**config.mk**
```make
export PLATFORM = sky130hd
export DESIGN_NAME = lc3_ctrl
export DESIGN_NICKNAME = d
export VERILOG_FILES = /design/src/rtl/lc3_pkg.sv /design/src/rtl/lc3_ctrl_decode.sv /design/src/rtl/lc3_ctrl.sv
export SDC_FILE = /design/constraint.sdc
export NUM_CORES = 1
export LEC_CHECK = 0
export CORE_MARGIN = 4
export CORE_UTILIZATION = 35
export DETAILED_ROUTE_END_ITERATION = 8
export HOLD_SLACK_MARGIN = 0.05
export PLACE_DENSITY = 0.76
export SLEW_MARGIN = 30
export SYNTH_ARGS = -nofsm -noshare
export SYNTH_HDL_FRONTEND = slang
export SYNTH_HIERARCHICAL = 1
export SYNTH_SLANG_ARGS = --single-unit
```
**constraint.sdc**
```tcl
create_clock -name clk -period 1.35 [get_ports clk]
set_input_delay 0.27 -clock clk [delete_from_list [all_inputs] [get_ports clk]]
set_output_delay 0.27 -clock clk [all_outputs]
set_load 0.05 [all_outputs]
```
**src/rtl/lc3_pkg.sv**
```systemverilog
// lc3_pkg: shared opcodes, state encodings, select encodings and the control word for lc3_ctrl.
// LC3_CTRL_LDR_STR_EN enables the LDR/STR dispatch.
package lc3_pkg;
    localparam logic [3:0] OP_BR  = 4'b0000;
    localparam logic [3:0] OP_ADD = 4'b0001;
    localparam logic [3:0] OP_LD  = 4'b0010;
    localparam logic [3:0] OP_ST  = 4'b0011;
    localparam logic [3:0] OP_AND = 4'b0101;
    localparam logic [3:0] OP_LDR = 4'b0110;
    localparam logic [3:0] OP_STR = 4'b0111;
    localparam logic [3:0] OP_NOT = 4'b1001;
    localparam logic [3:0] OP_JMP = 4'b1100;
    localparam logic [3:0] OP_LEA = 4'b1110;

    localparam logic [4:0] S_FETCH1  = 5'd0;
    localparam logic [4:0] S_FETCH2  = 5'd1;
    localparam logic [4:0] S_FETCH3  = 5'd2;
    localparam logic [4:0] S_DECODE  = 5'd3;
    localparam logic [4:0] S_ALU     = 5'd4;
    localparam logic [4:0] S_BR_TEST = 5'd5;
    localparam logic [4:0] S_BR_TAKE = 5'd6;
    localparam logic [4:0] S_JMP     = 5'd7;
    localparam logic [4:0] S_LEA     = 5'd8;
    localparam logic [4:0] S_LD_A    = 5'd9;
    localparam logic [4:0] S_LD_M    = 5'd10;
    localparam logic [4:0] S_LD_W    = 5'd11;
    localparam logic [4:0] S_ST_A    = 5'd12;
    localparam logic [4:0] S_ST_D    = 5'd13;
    localparam logic [4:0] S_ST_M    = 5'd14;
    localparam logic [4:0] S_ILL     = 5'd15;

    localparam logic [1:0] PC_INC   = 2'd0;
    localparam logic [1:0] PC_ADDR  = 2'd1;
    localparam logic [1:0] PC_BUS   = 2'd2;
    localparam logic [1:0] A2_ZERO  = 2'd0;
    localparam logic [1:0] A2_OFF6  = 2'd1;
    localparam logic [1:0] A2_OFF9  = 2'd2;
    localparam logic [1:0] A2_OFF11 = 2'd3;
    localparam logic [1:0] ALU_ADD   = 2'd0;
    localparam logic [1:0] ALU_AND   = 2'd1;
    localparam logic [1:0] ALU_NOT   = 2'd2;
    localparam logic [1:0] ALU_PASSA = 2'd3;

    typedef struct packed {
        logic       ld_mar;
        logic       ld_mdr;
        logic       ld_ir;
        logic       ld_reg;
        logic       ld_pc;
        logic       ld_cc;
        logic       ld_ben;
        logic       gate_pc;
        logic       gate_mdr;
        logic       gate_alu;
        logic       gate_marmux;
        logic [1:0] pcmux;
        logic       addr1mux;
        logic [1:0] addr2mux;
        logic       marmux;
        logic [1:0] aluk;
        logic       mio_en;
        logic       r_w;
        logic       illegal;
    } ctrl_t;

    function automatic logic [4:0] dispatch(input logic [3:0] op);
        case (op)
            OP_ADD, OP_AND, OP_NOT: dispatch = S_ALU;
            OP_BR:                  dispatch = S_BR_TEST;
            OP_JMP:                 dispatch = S_JMP;
            OP_LEA:                 dispatch = S_LEA;
            OP_LD:                  dispatch = S_LD_A;
            OP_ST:                  dispatch = S_ST_A;
`ifdef LC3_CTRL_LDR_STR_EN
            OP_LDR:                 dispatch = S_LD_A;
            OP_STR:                 dispatch = S_ST_A;
`endif
            default:                dispatch = S_ILL;
        endcase
    endfunction
endpackage

```
**src/rtl/lc3_ctrl_decode.sv**
```systemverilog
// lc3_ctrl_decode: combinational map from state and opcode to the datapath control word.
// LC3_CTRL_LDR_STR_EN selects BaseR+off6 addressing in the address states for LDR/STR.
module lc3_ctrl_decode
    import lc3_pkg::*;
(
    input  logic [4:0] state,
    input  logic [3:0] op,
    output ctrl_t      ctrl
);
    logic idx;
`ifdef LC3_CTRL_LDR_STR_EN
    assign idx = (op == OP_LDR) || (op == OP_STR);
`else
    assign idx = 1'b0;
`endif

    always_comb begin
        ctrl = '0;
        case (state)
            S_FETCH1: begin
                ctrl.ld_mar  = 1'b1;
                ctrl.gate_pc = 1'b1;
                ctrl.ld_pc   = 1'b1;
                ctrl.pcmux   = PC_INC;
            end
            S_FETCH2, S_LD_M: begin
                ctrl.mio_en = 1'b1;
                ctrl.ld_mdr = 1'b1;
            end
            S_FETCH3: begin
                ctrl.gate_mdr = 1'b1;
                ctrl.ld_ir    = 1'b1;
            end
            S_DECODE: ctrl.ld_ben = 1'b1;
            S_ALU: begin
                ctrl.gate_alu = 1'b1;
                ctrl.ld_reg   = 1'b1;
                ctrl.ld_cc    = 1'b1;
                ctrl.aluk     = op == OP_AND ? ALU_AND : op == OP_NOT ? ALU_NOT : ALU_ADD;
            end
            S_BR_TAKE: begin
                ctrl.ld_pc    = 1'b1;
                ctrl.pcmux    = PC_ADDR;
                ctrl.addr2mux = A2_OFF9;
            end
            S_JMP: begin
                ctrl.ld_pc    = 1'b1;
                ctrl.pcmux    = PC_ADDR;
                ctrl.addr1mux = 1'b1;
                ctrl.addr2mux = A2_ZERO;
            end
            S_LEA: begin
                ctrl.gate_marmux = 1'b1;
                ctrl.marmux      = 1'b1;
                ctrl.addr2mux    = A2_OFF9;
                ctrl.ld_reg      = 1'b1;
            end
            S_LD_A, S_ST_A: begin
                ctrl.ld_mar      = 1'b1;
                ctrl.gate_marmux = 1'b1;
                ctrl.marmux      = 1'b1;
                ctrl.addr1mux    = idx;
                ctrl.addr2mux    = idx ? A2_OFF6 : A2_OFF9;
            end
            S_LD_W: begin
                ctrl.gate_mdr = 1'b1;
                ctrl.ld_reg   = 1'b1;
                ctrl.ld_cc    = 1'b1;
            end
            S_ST_D: begin
                ctrl.gate_alu = 1'b1;
                ctrl.aluk     = ALU_PASSA;
                ctrl.ld_mdr   = 1'b1;
            end
            S_ST_M: begin
                ctrl.mio_en = 1'b1;
                ctrl.r_w    = 1'b1;
            end
            S_ILL: ctrl.illegal = 1'b1;
            default: ctrl = '0;
        endcase
    end
endmodule

```
**src/rtl/lc3_ctrl.sv**
```systemverilog
// lc3_ctrl: Moore microsequencer for the LC-3 datapath (state register and next-state logic).
// LC3_CTRL_LDR_STR_EN adds LDR/STR through the LD/ST sequences.
module lc3_ctrl
    import lc3_pkg::*;
(
    input  logic        clk,
    input  logic        rst,
    input  logic [15:0] ir,
    input  logic        ben,
    input  logic        mem_r,
    output logic        ld_mar,
    output logic        ld_mdr,
    output logic        ld_ir,
    output logic        ld_reg,
    output logic        ld_pc,
    output logic        ld_cc,
    output logic        ld_ben,
    output logic        gate_pc,
    output logic        gate_mdr,
    output logic        gate_alu,
    output logic        gate_marmux,
    output logic [1:0]  pcmux,
    output logic        addr1mux,
    output logic [1:0]  addr2mux,
    output logic        marmux,
    output logic [1:0]  aluk,
    output logic        mio_en,
    output logic        r_w,
    output logic        illegal,
    output logic [4:0]  state
);
    logic [4:0] state_q, state_d;
    ctrl_t      ctrl;
    logic       unused_ir;

    assign unused_ir = ^ir[11:0];

    always_ff @(posedge clk or negedge rst)
        if (!rst) state_q <= S_FETCH1;
        else      state_q <= state_d;

    always_comb begin
        state_d = S_FETCH1;
        case (state_q)
            S_FETCH1:  state_d = S_FETCH2;
            S_FETCH2:  state_d = mem_r ? S_FETCH3 : S_FETCH2;
            S_FETCH3:  state_d = S_DECODE;
            S_DECODE:  state_d = dispatch(ir[15:12]);
            S_BR_TEST: state_d = ben ? S_BR_TAKE : S_FETCH1;
            S_LD_A:    state_d = S_LD_M;
            S_LD_M:    state_d = mem_r ? S_LD_W : S_LD_M;
            S_ST_A:    state_d = S_ST_D;
            S_ST_D:    state_d = S_ST_M;
            S_ST_M:    state_d = mem_r ? S_FETCH1 : S_ST_M;
            default:   state_d = S_FETCH1;
        endcase
    end

    lc3_ctrl_decode u_decode (
        .state (state_q),
        .op    (ir[15:12]),
        .ctrl  (ctrl)
    );

    // Outputs are forced low while reset is held, independent of the clock.
    assign {ld_mar, ld_mdr, ld_ir, ld_reg, ld_pc, ld_cc, ld_ben, gate_pc, gate_mdr, gate_alu,
            gate_marmux, pcmux, addr1mux, addr2mux, marmux, aluk, mio_en, r_w, illegal}
        = rst ? ctrl : '0;
    assign state = rst ? state_q : 5'd0;
endmodule

```
run_1/wires.png
Two of the layers only.
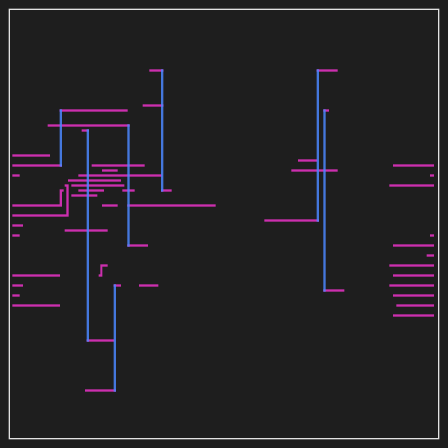
metal 4: drawn in blue, wire length 128 um. metal 3: drawn in magenta, wire length 220 um.
Tot GR Track Use: 20.9%
routed length per placed instance: 18.0 um

run_1/layer_met4.png
The bar under the picture is 20 um long.
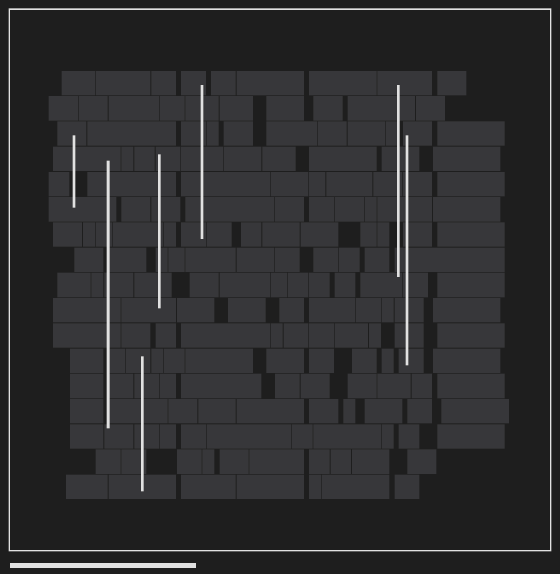
The layer carries 128 um of wire. The longest straight run is 28.6 um. The wires run mostly vertical. The layer holds 3.4% of the routed length. 7 nets have wire on it.

==> GITHUB_STEP_SUMMARY, run 1 <==
### Yosys + OpenROAD results

| Metric | Value |
|---|---|
| Maxcap violations | 0 |
| Layout cell share with drive strength beyond 1 | 67.4% |
| Maximum fanout along the worst path | 4 |
| Post-layout util | 87.3% |
| Core ar. | 2300 um^2 |
| Pre-Place Util | 38.4% |
| PwrDens | 1640 nW/um^2 |
| Design Area, Final | 2000 um^2 |
| CP Class | flop to output port |
| Peak supply drop | 1620 uV |
| Final wirelength | 3760 um |
| Antenna-violating nets left | 0 |
| Total chip power | 3.29 mW |
| R2r startpoint | state_q[2] |
| CTS max path bufs | 2 |
| Layout area overhead | 127% |
| Crit path to | addr2mux[1] |
| R2R depth | 6 |
| Pleak | 0.831 nW |
| Clk sinks | 4 |
| Cells after Synth | 125 |
| Hold slack | 0.414 ns |
| Grt ovf | 0 |
| Synth warnings | 6 |
| CP Depth | 6 |
| Violated checks | negative setup slack |
| Root buf cell | clkbuf_4 |
| Tcrit/Tclk final | 144% |
| Yosys cell count | 125 |
| Post-route insts no fill | 209 |
| Vias in the first global route | 1,183 |
| Worst EP required | 1.08 ns |
| Hold Path Class | primary input to async pin |
| Setup Skew | 0.00339 ns |
| Flop2flop setup slack | -0.10 ns |
| CP endpoint kind | output port |
| Log Warnings | 41 |
| TritonCTS buffer count | 3 |
| CTS tree | built |
| ANT cells | 0 |
| Die height | 58.2 um |
| Unique cell types | 44 |
| Final min period | 1.95 ns |
| # hold bufs at CTS | 0 |
| Netlist Area Pre-Place | 882 um^2 |
| Area after DPL | 1620 um^2 |
| Clk_lat worst skew | 0.24 ns |
| Fmax | 514 MHz |
| I/O Buffers | 31 |
| Largest registers | state_q x4 |
| Slew Viols, Final | 0 |
| Setup repair after global routing missed its margin | true |
| CP Buf/Inv Count | 2 |
| Worst Setup Start Kind | flop |
| Register share after synthesis | 11.3% |
| Initial DRC Count | 43 |
| Delay-heaviest family, CP | simple AND/OR/NAND/NOR gates |
| Crit. Startpoint | state_q[0] |
| Drt pass-1 iters | 4 |
| Via count | 1,172 |
| Slowest CP cell | dfrtp_2 |
| Post-DP HPWL | 1970 um |
| Die width | 58.2 um |
| Setup WS post-layout | -0.596 ns |
| Initial antenna violation count | 0 |
| Avg Vias per Cell | 5.61 |
| Reg2reg end | state_q[3] |
| Syn Area/Cell | 7.06 um^2 |
| Biggest register | state_q |
| Status | finished with violations |
| CTS H-tree depth | 1 |
| Largest stage delay, worst path | 0.46 ns |
| GP Congestion | 0.871 |
| Largest net degree at the start of global routing | 15 |
| TNS Setup | -10.33 ns |
| Pre-CTS setup slack | -0.501 ns |
| Final Hold Fails | 0 |
| Chip area | 3390 um^2 |
| DRC viols | 0 |
| Std cell rows | 17 |
| Largest register FFs | 4 |
| Reg clk slew, reported paths | 0.04 ns |
| Critical path arrival | 1.68 ns |
| Global-route wire length before repair | 5460 um |
| Registers, synthesis | 4 |
| Yosys chip area | 882 um^2 |
| Final nets | 203 |
| IO Pins | 47 |
| Final Setup Violations | 28 |
| Placed Cells | 194 |
| Crit path cell chain | buf_6 > nor4bb_4 > a21oi_1 > nor2_1 > and2_4 > buf_12 |
run_1/sizes.png
The bar under the picture is 20 um long.
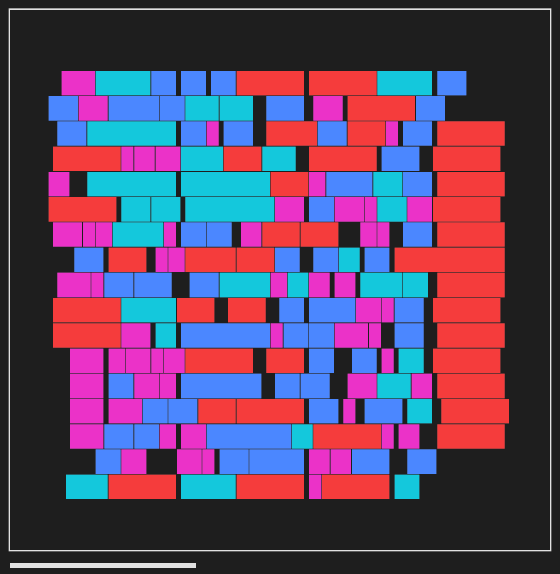
_0 and _1 cells: drawn in magenta, cells 59, share 33%, most used nor2_1. _3 and _4 cells: drawn in blue, cells 53, share 29%, most used and2_4. _2 cells: drawn in cyan, cells 29, share 16%. _6 and larger: drawn in red, cells 40, share 22%, most used buf_12.

==> run 1: placed cells by master (no fill, tap or decap), types with 4 or more instances in the layout <==
master and n:
buf_12 26, and2_4 20, buf_4 18, buf_6 11, nor2_1 7, clkdlybuf4s50_1 6, conb_1 5, a21oi_2 4
and2_2 4, dfrtp_2 4
==> run 1: kinds of logic (layout without fill, tap and decap cells) <==
kind of cell / after synthesis / after routing / synth area share [%]
xor+xnor: 3 / 3 / 2.98
other cells: 2 / 5 / 0.851
flops: 4 / 4 / 11.3
compound gates: 25 / 25 / 21.0
simple gates: 71 / 71 / 48.4
mux: 2 / 2 / 2.84
buf+inv: 18 / 71 / 12.6
==> run 1: synth_stat cells, drive strengths merged <==
cell type  count  area, um^2
a211o          2        20.0
inv            3        11.3
and3b          1        8.76
a21o           1        7.51
or2            2        12.5
nand2          5        18.8
o21a           3        22.5
nor3b          2        15.0
nor2b          4        25.0
nor4b          2        23.8
or3            1        6.26
nand2b         3        18.8
nor4bb         3        30.0
mux2           1        15.0
a31oi          1        6.26
nand3b         2        15.0
conb           2        7.51
xnor2          2        17.5
a211oi         1        7.51
and3           2        12.5
nor3           5        25.0
mux2i          1        10.0
nor2          11        41.3
a2bb2oi        1        8.76
o211ai         2        20.0
a21oi          8        40.0
o2111ai        1        8.76
and2          26         164
o32ai          2        17.5
dfrtp          4         100
a32oi          1        8.76
o2bb2ai        1        8.76
clkbuf         3        12.5
xor2           1        8.76
buf           12        87.6
nand3          2        10.0
o221ai         1        8.76
==> run 1: worst min path at each step <==
stage / from / end / slack, ns / cells past startpoint
after floorplan: rst / state_q[0] / -0.03 / 0
after global placement: rst / state_q[1] / 0.77 / 3
after detailed placement: rst / state_q[1] / 0.77 / 3
after CTS: rst / state_q[3] / 0.41 / 3
after global routing: rst / state_q[0] / 0.43 / 3
final: rst / state_q[1] / 0.41 / 3
==> run 1: layer usage <==
metal / global-route usage [%] / vias to the layer above / wire [um]
li1: - / 535 / -
met4: 9.27 / 0 / 127
met3: 2.45 / 16 / 220
met2: 44.5 / 66 / 2150
met1: 18.7 / 555 / 1260
met5: 0 / - / 0
==> run 1: cell type report <==
cell class,instances,area [um^2]
fillers,114,293
well taps,28,35.0
clock buffers,3,22.5
repair buffers,65,911
flip-flops and latches,4,105
inverters,3,11.3
multi-input cells,106,920
==> run 1: where the power goes <==
part	total, mW	switching [mW]	internal, mW	leakage, nW
logic	2.81	1.37	1.44	0.772
registers	0.325	0.143	0.181	0.0453
clock network	0.158	0.0581	0.100	0.0138
total	3.29	1.57	1.73	0.831
==> run 1: what timing repair did <==
item,in CTS,in global routing
setup endpoints to repair,27,28
pin swaps,11,9
resized,38,22
cloned,1,0
buffers inserted,9,5
==> run 1: worst min-delay path: stages <==
cell	delay, ns
dlygate4sd2_1	0.27
bufbuf_16	0.30
buf_4	0.13
==> inputs of run 2 (changes only) <==
CAP_MARGIN = 25   (was default)
run_2/wires.png
Two of the layers only.
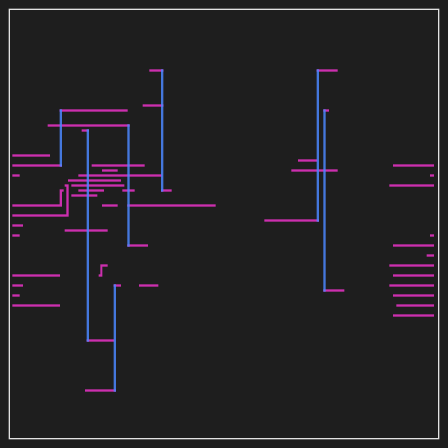
metal 3: drawn in magenta, wire length 220 um. metal 4: drawn in blue, wire length 128 um.
final wirelength: 3760 um
via count: 1,172

==> GITHUB_STEP_SUMMARY, run 2 <==
### Yosys + OpenROAD results

| Metric | Value |
|---|---|
| Status | finished with violations |
| Violated checks | negative setup slack |
| Largest registers | state_q x4 |
| Pre-CTS setup slack | -0.501 ns (unchanged) |
| Final nets | 203 (unchanged) |
| Final Hold Fails | 0 (unchanged) |
| ANT cells | 0 (unchanged) |
| Worst EP required | 1.08 ns (about the same) |
| Dominant logic cell types in the final layout | 26 x buf_12, 20 x and2_4, 18 x buf_4 |
| Top area contributor share | 17.7% (unchanged) |
| Yosys top cell by instances | and2_1 |
| Setup Skew | 0.00339 ns (unchanged) |
| Setup WS post-layout | -0.596 ns (unchanged) |
| PwrDens | 1640 nW/um^2 (unchanged) |
| Synth warnings | 6 (unchanged) |
| CTS tree | built |
| Layout cell share with drive strength beyond 1 | 67.4% (unchanged) |
| Slew Viols, Final | 0 (unchanged) |
| Fillers | 114 (unchanged) |
| # hold bufs at CTS | 0 (unchanged) |
| I/O Buffers | 31 (unchanged) |
| Fmax | 514 MHz (unchanged) |
| Clk_lat worst skew | 0.24 ns (about the same) |
| Reg clk slew, reported paths | 0.04 ns (about the same) |
| Drt pass-1 iters | 4 (unchanged) |
| Netlist Area Pre-Place | 882 um^2 (unchanged) |
| IO Pins | 47 (unchanged) |
| Initial DRC Count | 43 (unchanged) |
| Cells after Synth | 125 (unchanged) |
| Tot GR Track Use | 20.9% (unchanged) |
| Main synth FF type | dfrtp_1 |
| Global-route wire length before repair | 5460 um (unchanged) |
| Syn Area/Cell | 7.06 um^2 (unchanged) |
| Die width | 58.2 um (unchanged) |
| Chip area | 3390 um^2 (unchanged) |
| Unique cell types | 44 (unchanged) |
| Worst Setup Start Kind | flop |
| Pleak | 0.831 nW (unchanged) |
| Total chip power | 3.29 mW (unchanged) |
| CP endpoint kind | output port |
| Critical path arrival | 1.68 ns (about the same) |
| Yosys cell count | 125 (unchanged) |
| Layout area overhead | 127% (unchanged) |
| Std cell rows | 17 (unchanged) |
| Post-synth EDFFs | 0 (unchanged) |
| Biggest register | state_q |
| CTS max path bufs | 2 (unchanged) |
| Log Warnings | 41 (unchanged) |
| Maximum fanout along the worst path | 4 (unchanged) |
| Registers, synthesis | 4 (unchanged) |
| Reg2reg end | state_q[3] |
| Routed length per placed instance | 18.0 um (unchanged) |
| CTS H-tree depth | 1 (unchanged) |
| TritonCTS buffer count | 3 (unchanged) |
| Top cells by count, synth | 25 x and2_1, 11 x nor2_1, 8 x a21oi_1 |
| Setup repair after global routing missed its margin | true |
| Area leader, netlist | and2_1 |
| Yosys chip area | 882 um^2 (unchanged) |
| Antenna-violating nets left | 0 (unchanged) |
| Initial antenna violation count | 0 (unchanged) |
| Largest net degree at the start of global routing | 15 (unchanged) |
| Die height | 58.2 um (unchanged) |
| Maxcap violations | 0 (unchanged) |
| DRC viols | 0 (unchanged) |
| Grt ovf | 0 (unchanged) |
| Largest register FFs | 4 (unchanged) |
| Core ar. | 2300 um^2 (unchanged) |
| R2R depth | 6 (unchanged) |
| Register share after synthesis | 11.3% (unchanged) |
| Placed Cells | 194 (unchanged) |
| Pre-Place Util | 38.4% (unchanged) |
| Final min period | 1.95 ns (unchanged) |
| Most numerous logic cell after layout | buf_12 |
| Post-route insts no fill | 209 (unchanged) |
| Hold Path Class | primary input to async pin |
| Peak supply drop | 1620 uV (unchanged) |
| Top cells, area | and2_1 18%, dfrtp_1 11%, buf_4 5.1% |
| Tcrit/Tclk final | 144% (unchanged) |
| Post-layout util | 87.3% (unchanged) |
| Vias in the first global route | 1,183 (unchanged) |
| Clk sinks | 4 (unchanged) |
| Ys async rst share | 100% (unchanged) |
| CP Class | flop to output port |
| GP Congestion | 0.871 (unchanged) |
| Root buf cell | clkbuf_4 |
| Avg Vias per Cell | 5.61 (unchanged) |
| R2r startpoint | state_q[2] |
| Final Setup Violations | 28 (unchanged) |
| Post-DP HPWL | 1970 um (unchanged) |
| Flop2flop setup slack | -0.10 ns (about the same) |
==> run 2: timing repair <==
| item | in CTS | in global routing |
|---|---|---|
| setup endpoints to repair | 27 | 28 |
| cloned | 1 | 0 |
| resized | 38 | 22 |
| pin swaps | 11 | 9 |
| setup buffers | 9 | 5 |
==> run 2: worst max-delay path, cell delays in order, from the launching register on <==
cell      delay (ns)
dfrtp_2         0.46
buf_6           0.16
nor4bb_4        0.27
a21oi_1         0.07
nor2_1          0.17
and2_4          0.18
buf_12          0.13
==> run 2: metal layers <==
metal / vias up / share of wire, % / GRT usage, % / wire length [um]
li1: 535 / - / - / -
met1: 555 / 34 / 18.7 / 1260
met2: 66 / 57 / 44.5 / 2150
met3: 16 / 5.9 / 2.45 / 220
met4: 0 / 3.4 / 9.27 / 127
met5: - / 0 / 0 / 0
==> run 2: final cells by class <==
type | count | area (um^2) | share of cell area, %
inverters | 3 | 11.3 | 0.562
multi-input cells | 106 | 920 | 45.9
flip-flops and latches | 4 | 105 | 5.24
clock buffers | 3 | 22.5 | 1.12
well taps | 28 | 35.0 | 1.75
repair buffers | 65 | 911 | 45.4
==> run 2: how the worst max path moves through the flow <==
stage	start	endpoint	slack [ns]
final	state_q[0]	addr2mux[1]	-0.60
after global routing	state_q[3]	addr2mux[1]	-0.69
after CTS	state_q[0]	aluk[1]	-0.57
after detailed placement	ir[14]	aluk[0]	-0.50
after global placement	ir[15]	aluk[1]	-0.39
after floorplan	state_q[0]	ld_reg	-0.19
==> run 2: report_power, final <==
group,internal [mW],total (mW),switching (mW)
combinational,1.44,2.81,1.37
clock,0.100,0.158,0.0581
sequential,0.181,0.325,0.143
==> run 2: kinds of logic (layout without fill, tap and decap cells) <==
logic type	Yosys count	after routing	synth area share, %
mux	2	2	2.84
buf+inv	18	71	12.6
flops	4	4	11.3
other cells	2	5	0.851
compound gates	25	25	21.0
simple gates	71	71	48.4
xor+xnor	3	3	2.98
==> run 2: per-stage QoR <==
step	setup TNS (ns)	instance area (um^2)	hold WS, ns
after global routing	-12.16	2000	0.432
after detailed placement	-6.73	1620	0.773
after floorplan	-1.29	972	-0.0256
after CTS	-9.90	1880	0.412
final	-10.33	2000	0.414
after global placement	-5.72	1620	0.766
No activity file was given, so power comes from the tool's default toggle rates.
